`config.mk`:
```
export PLATFORM = sky130hd
export DESIGN_NAME = hpm_sample_ctrl
export DESIGN_NICKNAME = d
export VERILOG_FILES = /design/src/rtl/hpm_sample_ctrl_pkg.sv /design/src/rtl/hpm_mask_scan.sv /design/src/rtl/hpm_sample_ctrl.sv
export SDC_FILE = /design/constraint.sdc
export NUM_CORES = 1
export LEC_CHECK = 0
export CORE_MARGIN = 2
export CORE_UTILIZATION = 30
export CTS_BUF_LIST = sky130_fd_sc_hd__clkbuf_4 sky130_fd_sc_hd__clkbuf_8
export DETAILED_ROUTE_END_ITERATION = 12
export PLACE_DENSITY_LB_ADDON = 0.08
export REMOVE_ABC_BUFFERS = 1
export SYNTH_ARGS = -nofsm -noshare
export SYNTH_HDL_FRONTEND = slang
export SYNTH_HIERARCHICAL = 1
export SYNTH_SLANG_ARGS = --single-unit
```
`constraint.sdc`:
```
create_clock -name clk_i -period 5.08 [get_ports clk_i]
set_input_delay 0.762 -clock clk_i [delete_from_list [all_inputs] [get_ports clk_i]]
set_output_delay 0.762 -clock clk_i [all_outputs]
set_load 0.03 [all_outputs]
```
`src/rtl/hpm_sample_ctrl_pkg.sv`:
```
// Shared types and constants for the HPM periodic sampling controller.
package hpm_sample_ctrl_pkg;

  typedef enum logic [1:0] {
    SMP_IDLE,
    SMP_READ,
    SMP_CLEAR,
    SMP_HOLD
  } hpm_smp_state_t;

  localparam int unsigned HPM_FIRST_IDX      = 3;
  localparam logic [11:0] CSR_MHPM_COUNTER_3 = 12'hB03;

  function automatic logic [31:3] idx_onehot(input logic [4:0] idx);
    logic [31:0] v;
    v = 32'd1 << idx;
    return v[31:3];
  endfunction

endpackage

```
`src/rtl/hpm_mask_scan.sv`:
```
// Finds the lowest set counter index in a [31:3] mask; flags empty and single-bit masks.
module hpm_mask_scan
  import hpm_sample_ctrl_pkg::*;
(
  input  logic [31:3] mask,
  output logic [4:0]  idx,
  output logic        found,
  output logic        is_last
);

  logic [31:0] full;

  always_comb begin
    full  = {mask, 3'b000};
    idx   = '0;
    found = 1'b0;
    for (int unsigned i = 31; i >= HPM_FIRST_IDX; i--) begin
      if (full[i]) begin
        idx   = 5'(i);
        found = 1'b1;
      end
    end
    is_last = found && ((full & (full - 32'd1)) == '0);
  end

endmodule

```
`src/rtl/hpm_sample_ctrl.sv`:
```
// Periodic/manual sampler for the HPM counter file; core CSR traffic always wins the shared port.
module hpm_sample_ctrl
  import hpm_sample_ctrl_pkg::*;
#(
  parameter int CSR_ADDR_WIDTH   = 12,
  parameter int XLEN             = 64,
  parameter int HPM_NUM_COUNTERS = 29,
  parameter int PERIOD_WIDTH     = 32
) (
  input  logic                      clk_i,
  input  logic                      rstn_i,
  input  logic                      cfg_en_i,
  input  logic [PERIOD_WIDTH-1:0]   cfg_period_i,
  input  logic [31:3]               cfg_mask_i,
  input  logic                      cfg_clear_i,
  input  logic                      trigger_i,
  input  logic                      ovr_clr_i,
  input  logic                      core_req_i,
  input  logic [CSR_ADDR_WIDTH-1:0] core_addr_i,
  input  logic                      core_we_i,
  input  logic [XLEN-1:0]           core_data_i,
  output logic [XLEN-1:0]           core_data_o,
  output logic [CSR_ADDR_WIDTH-1:0] hpm_addr_o,
  output logic                      hpm_we_o,
  output logic [XLEN-1:0]           hpm_data_o,
  input  logic [XLEN-1:0]           hpm_data_i,
  output logic                      smp_valid_o,
  input  logic                      smp_ready_i,
  output logic [4:0]                smp_idx_o,
  output logic [XLEN-1:0]           smp_data_o,
  output logic                      smp_last_o,
  output logic                      busy_o,
  output logic                      overrun_o
);

  hpm_smp_state_t            state_q, state_d;
  logic [31:3]               mask_q, mask_d, impl_mask, cfg_sel, scan_in;
  logic                      clear_q, clear_d;
  logic [XLEN-1:0]           sample_q;
  logic                      capture;
  logic [PERIOD_WIDTH-1:0]   timer_q;
  logic                      timer_run, timer_fire, trig;
  logic                      overrun_q;
  logic [4:0]                cur_idx;
  logic                      scan_found, scan_last;
  logic [CSR_ADDR_WIDTH-1:0] counter_addr, scan_addr;
  logic                      scan_we;

  always_comb begin
    impl_mask = '0;
    for (int unsigned i = HPM_FIRST_IDX; i <= 31; i++)
      impl_mask[i] = (int'(i) <= HPM_NUM_COUNTERS + 2);
  end

  assign cfg_sel = cfg_mask_i & impl_mask;

  // While scanning, mask_q keeps the current index set, so its lowest bit is the
  // active counter and a single remaining bit marks the last record.
  assign scan_in = (state_q == SMP_IDLE) ? cfg_sel : mask_q;

  hpm_mask_scan u_scan (
    .mask    (scan_in),
    .idx     (cur_idx),
    .found   (scan_found),
    .is_last (scan_last)
  );

  assign counter_addr = CSR_ADDR_WIDTH'(CSR_MHPM_COUNTER_3) + CSR_ADDR_WIDTH'(cur_idx)
                      - CSR_ADDR_WIDTH'(HPM_FIRST_IDX);

  assign timer_run  = cfg_en_i && (cfg_period_i != '0);
  assign timer_fire = timer_run && (timer_q <= PERIOD_WIDTH'(1));
  assign trig       = timer_fire || trigger_i;

  always_ff @(posedge clk_i or negedge rstn_i) begin
    if (!rstn_i)                      timer_q <= '0;
    else if (!timer_run || timer_fire) timer_q <= cfg_period_i;
    else                              timer_q <= timer_q - PERIOD_WIDTH'(1);
  end

  always_comb begin
    state_d   = state_q;
    mask_d    = mask_q;
    clear_d   = clear_q;
    capture   = 1'b0;
    scan_addr = '0;
    scan_we   = 1'b0;
    case (state_q)
      SMP_IDLE: begin
        if (trig) begin
          mask_d  = cfg_sel;
          clear_d = cfg_clear_i;
          if (scan_found) state_d = SMP_READ;
        end
      end
      SMP_READ: begin
        if (!core_req_i) begin
          scan_addr = counter_addr;
          capture   = 1'b1;
          state_d   = clear_q ? SMP_CLEAR : SMP_HOLD;
        end
      end
      SMP_CLEAR: begin
        if (core_req_i) begin
          if (core_we_i && (core_addr_i == counter_addr)) state_d = SMP_HOLD;
        end else begin
          scan_addr = counter_addr;
          scan_we   = 1'b1;
          state_d   = SMP_HOLD;
        end
      end
      SMP_HOLD: begin
        if (smp_ready_i) begin
          mask_d  = mask_q & ~idx_onehot(cur_idx);
          state_d = scan_last ? SMP_IDLE : SMP_READ;
        end
      end
      default: state_d = SMP_IDLE;
    endcase
  end

  always_ff @(posedge clk_i or negedge rstn_i) begin
    if (!rstn_i) begin
      state_q   <= SMP_IDLE;
      mask_q    <= '0;
      clear_q   <= 1'b0;
      sample_q  <= '0;
      overrun_q <= 1'b0;
    end else begin
      state_q <= state_d;
      mask_q  <= mask_d;
      clear_q <= clear_d;
      if (capture) sample_q <= hpm_data_i;
      if (ovr_clr_i)                           overrun_q <= 1'b0;
      else if (trig && (state_q != SMP_IDLE))  overrun_q <= 1'b1;
    end
  end

  assign hpm_addr_o  = core_req_i ? core_addr_i : scan_addr;
  assign hpm_we_o    = core_req_i ? core_we_i   : scan_we;
  assign hpm_data_o  = core_req_i ? core_data_i : '0;
  assign core_data_o = core_req_i ? hpm_data_i  : '0;

  assign smp_valid_o = (state_q == SMP_HOLD);
  assign smp_idx_o   = smp_valid_o ? cur_idx : '0;
  assign smp_last_o  = smp_valid_o && scan_last;
  assign smp_data_o  = sample_q;
  assign busy_o      = (state_q != SMP_IDLE);
  assign overrun_o   = overrun_q;

endmodule

```
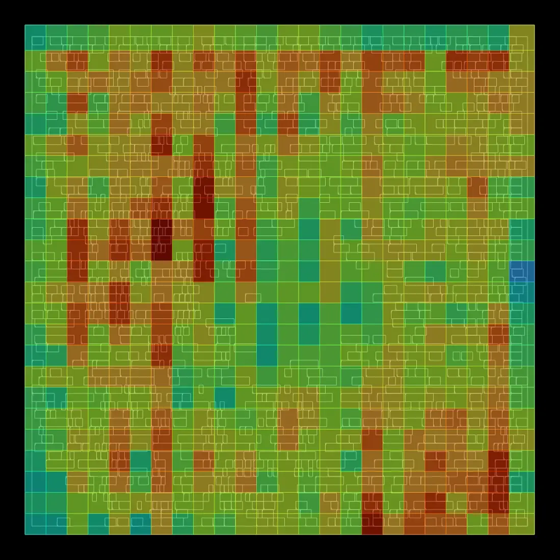
*Track usage over the die, run 1*
Layout Utilization: 0.499
Total GRT Usage: 0.232
routed len/inst: 20.6 µm
grt met2 use: 0.373
met1 Usage GRT: 0.320

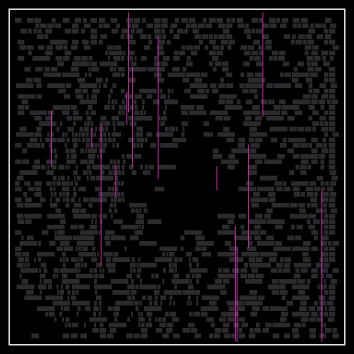
*Signal wires on met4, run 1*
Drawn at 2 px/µm.
The wires run mostly vertical. The layer carries 606 µm of wire. The longest straight run is 75.5 µm. The layer holds 1.8% of the routed length. 12 nets have wire on it.

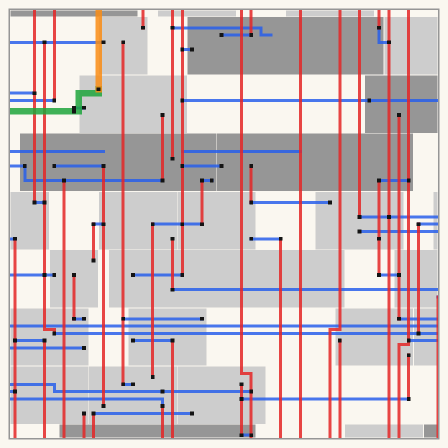
*Zoomed window, run 1*
Region (115, 32) to (135, 52) µm. Cells in grey, sequential cells in the stronger grey; small squares are vias.
Key: met3 = green; met1 = blue; met4 = orange; met2 = red
19 logic cells have their middle in the window. Netlist names of flops here include smp_data_o (3). Sequential cells in the window: 3. Most frequent: clkdlybuf4s50_1 (9), mux2_2 (3), dfrtp_1 (3).

==> summary.txt, run 1 <==
run metrics: outcome=finished clean, worst-skew pair later-pin latency=0.45 ns, first-pass GRT wire length=49.5 mm, Final Skew=0.0113 ns, clkbuf count=18, post-route antenna net violation count=0, fa+ha+maj area frac=0.0108, RSZ-0062 raised after global routing=no, Non-Clock Buffer Count=437, Cell Type Count=61, Clock Power Share=0.143, row count=59, worst-margin pin slew=1.08 ns, CP required=4.32 ns, Seq cells=129, Max-slew headroom=0.273, hold buffers post-CTS=0, mean post-synth cell area=9.41 µm², max FFs per register=64, core area=26100 µm², Yosys Chip Area=7970 µm², # diodes=2, CP delay by family, top=simple AND/OR/NAND/NOR gates, setup ws final=0.201 ns, biggest area cells=dfrtp_1 41%, mux2_2 13%, and2_1 11%, nor2_1 3.0%, a21oi_1 2.6%, Logic Gate Count=650
## Run 2: what changed since run 1
CORE_AREA = 2 2 165 167   (was not set)
CORE_MARGIN = not set   (was 2)
CORE_UTILIZATION = not set   (was 30)
DIE_AREA = 0 0 167 169   (was not set)
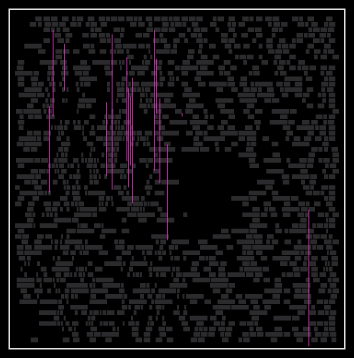
*Signal wires on met4, run 2*
Drawn at 2 px/µm.
The wires run mostly vertical. The layer carries 677 µm of wire. 14 nets have wire on it.

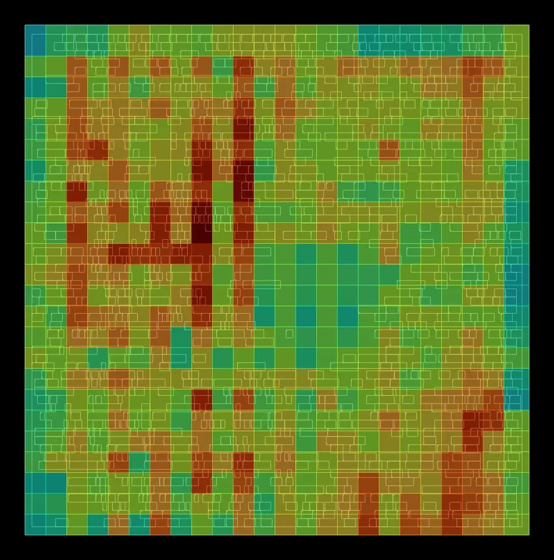
*Track usage over the die, run 2*
Layout Utilization: 0.492
grt met2 use: 0.373
met1 Usage GRT: 0.306
M3 GR Usage: 0.0519

==> run 2 against run 1 <==
Compared with the run above: non-clock buffer count up 1; largest cell class unchanged; global-route usage is 0.37 points lower; critical path depth unchanged; highest routed layer is now met5; clock power is 3.7% higher; combinational power is essentially flat; worst setup slack worse by 0.031 ns; first-iteration DRC count decreased by 6.7%.
==> summary.txt, run 2 <==
run metrics: outcome=finished clean, Crit path buffers/inverters=3, Post-route DRC=0, Synth Seq Share=0.405, CP delay by family, top=simple AND/OR/NAND/NOR gates, mean post-synth cell area=9.41 µm², CP required=4.32 ns, RSZ-0062 raised after global routing=no, biggest area cells=dfrtp_1 41%, mux2_2 13%, and2_1 11%, nor2_1 3.0%, a21oi_1 2.6%, P_leak=5.10 nW, fa+ha+maj area frac=0.0108, Total GRT Usage=0.229, worst-skew pair later-pin latency=0.45 ns, Seq cells=129, setup ws final=0.170 ns, Synth Area in XOR/XNOR=0.0341, # setup viols final=0, Top-Level Pins=424, core area=26500 µm², top-count cell post-synth=and2_1, max FFs per register=64, CTS tree=done, row count=60, clk tree area frac=0.0329, Sw Pwr=0.00306 W, Cell Type Count=61, Non-Clock Buffer Count=438, hold buffers post-CTS=0, routed len/inst=20.8 µm, Max-slew headroom=0.336, P_int=0.00363 W, Yosys Chip Area=7970 µm², clkbuf count=17, first-pass GRT wire length=49.2 mm, Clock Power=0.000986 W, # diodes=2, Final Skew=0.0161 ns, Logic Gate Count=650
## Run 3: what changed since run 2
CORE_AREA = 2 2 164 166   (was 2 2 165 167)
DIE_AREA = 0 0 166 168   (was 0 0 167 169)
clock period = 6.35 ns   (was 5.08 ns; I/O delays follow)
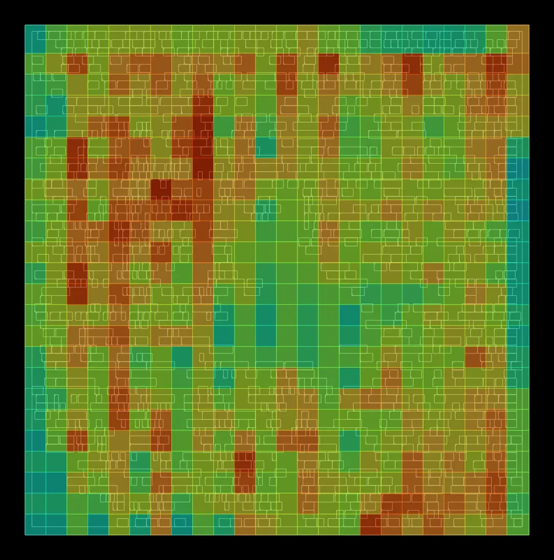
*Track usage over the die, run 3*
M3 GR Usage: 0.0599
met1 Usage GRT: 0.315
routed len/inst: 20.8 µm
Layout Utilization: 0.487

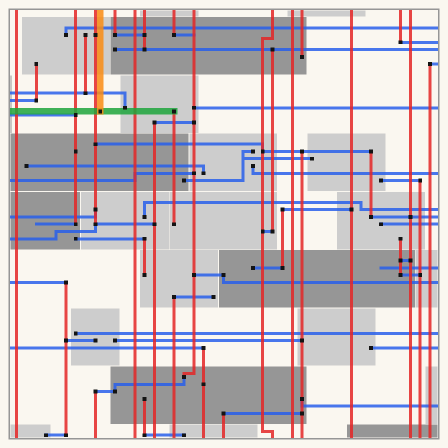
*Zoomed window, run 3*
Region (114, 32) to (134, 52) µm. Cells in grey, sequential cells in the stronger grey; small squares are vias.
Key: met1 = blue; met2 = red; met3 = green; met4 = orange
Most frequent: mux2_2 (4), clkdlybuf4s50_1 (4), dfrtp_1 (4). Sequential cells in the window: 4. 14 logic cells have their middle in the window. Netlist names of flops here include smp_data_o (4).

==> run 3 against run 2 <==
Compared with the run above: first-iteration DRC count grew 9.7%; sequential share of layout area up 0.35 points; clock skew fell by 0.0023 ns; synthesized cell count is the same; critical endpoint unchanged; highest routed layer unchanged.
==> summary.txt, run 3 <==
run metrics: outcome=finished clean, # setup viols final=0, # diodes=0, P_leak=5.00 nW, Post-route DRC=0, Clock Power=0.000680 W, Clock Power Share=0.131, max FFs per register=64, grt met2 use=0.384, clkbuf count=18, mean post-synth cell area=9.41 µm², core area=26400 µm², worst-skew pair later-pin latency=0.45 ns, fa+ha+maj area frac=0.0108, logic gate share of total power=0.622, dpl ws=0.852 ns, hold buffers post-CTS=0, Crit path buffers/inverters=3, Synth Seq Share=0.405, Synth Area in XOR/XNOR=0.0341, biggest area cells=dfrtp_1 41%, mux2_2 13%, and2_1 11%, nor2_1 3.0%, a21oi_1 2.6%, Final Skew=0.0138 ns, setup ws final=0.350 ns, worst-margin pin slew=0.931 ns, post-route antenna net violation count=0, Switching Fraction=0.469, CP required=5.40 ns, CTS tree=done, Non-Clock Buffer Count=433, Sw Pwr=0.00243 W, Top-Level Pins=424, CP delay by family, top=simple AND/OR/NAND/NOR gates, top-count cell post-synth=and2_1, Yosys Chip Area=7970 µm², Cell Type Count=61, Max-slew headroom=0.379
Power is estimated from default activity; no workload was simulated.
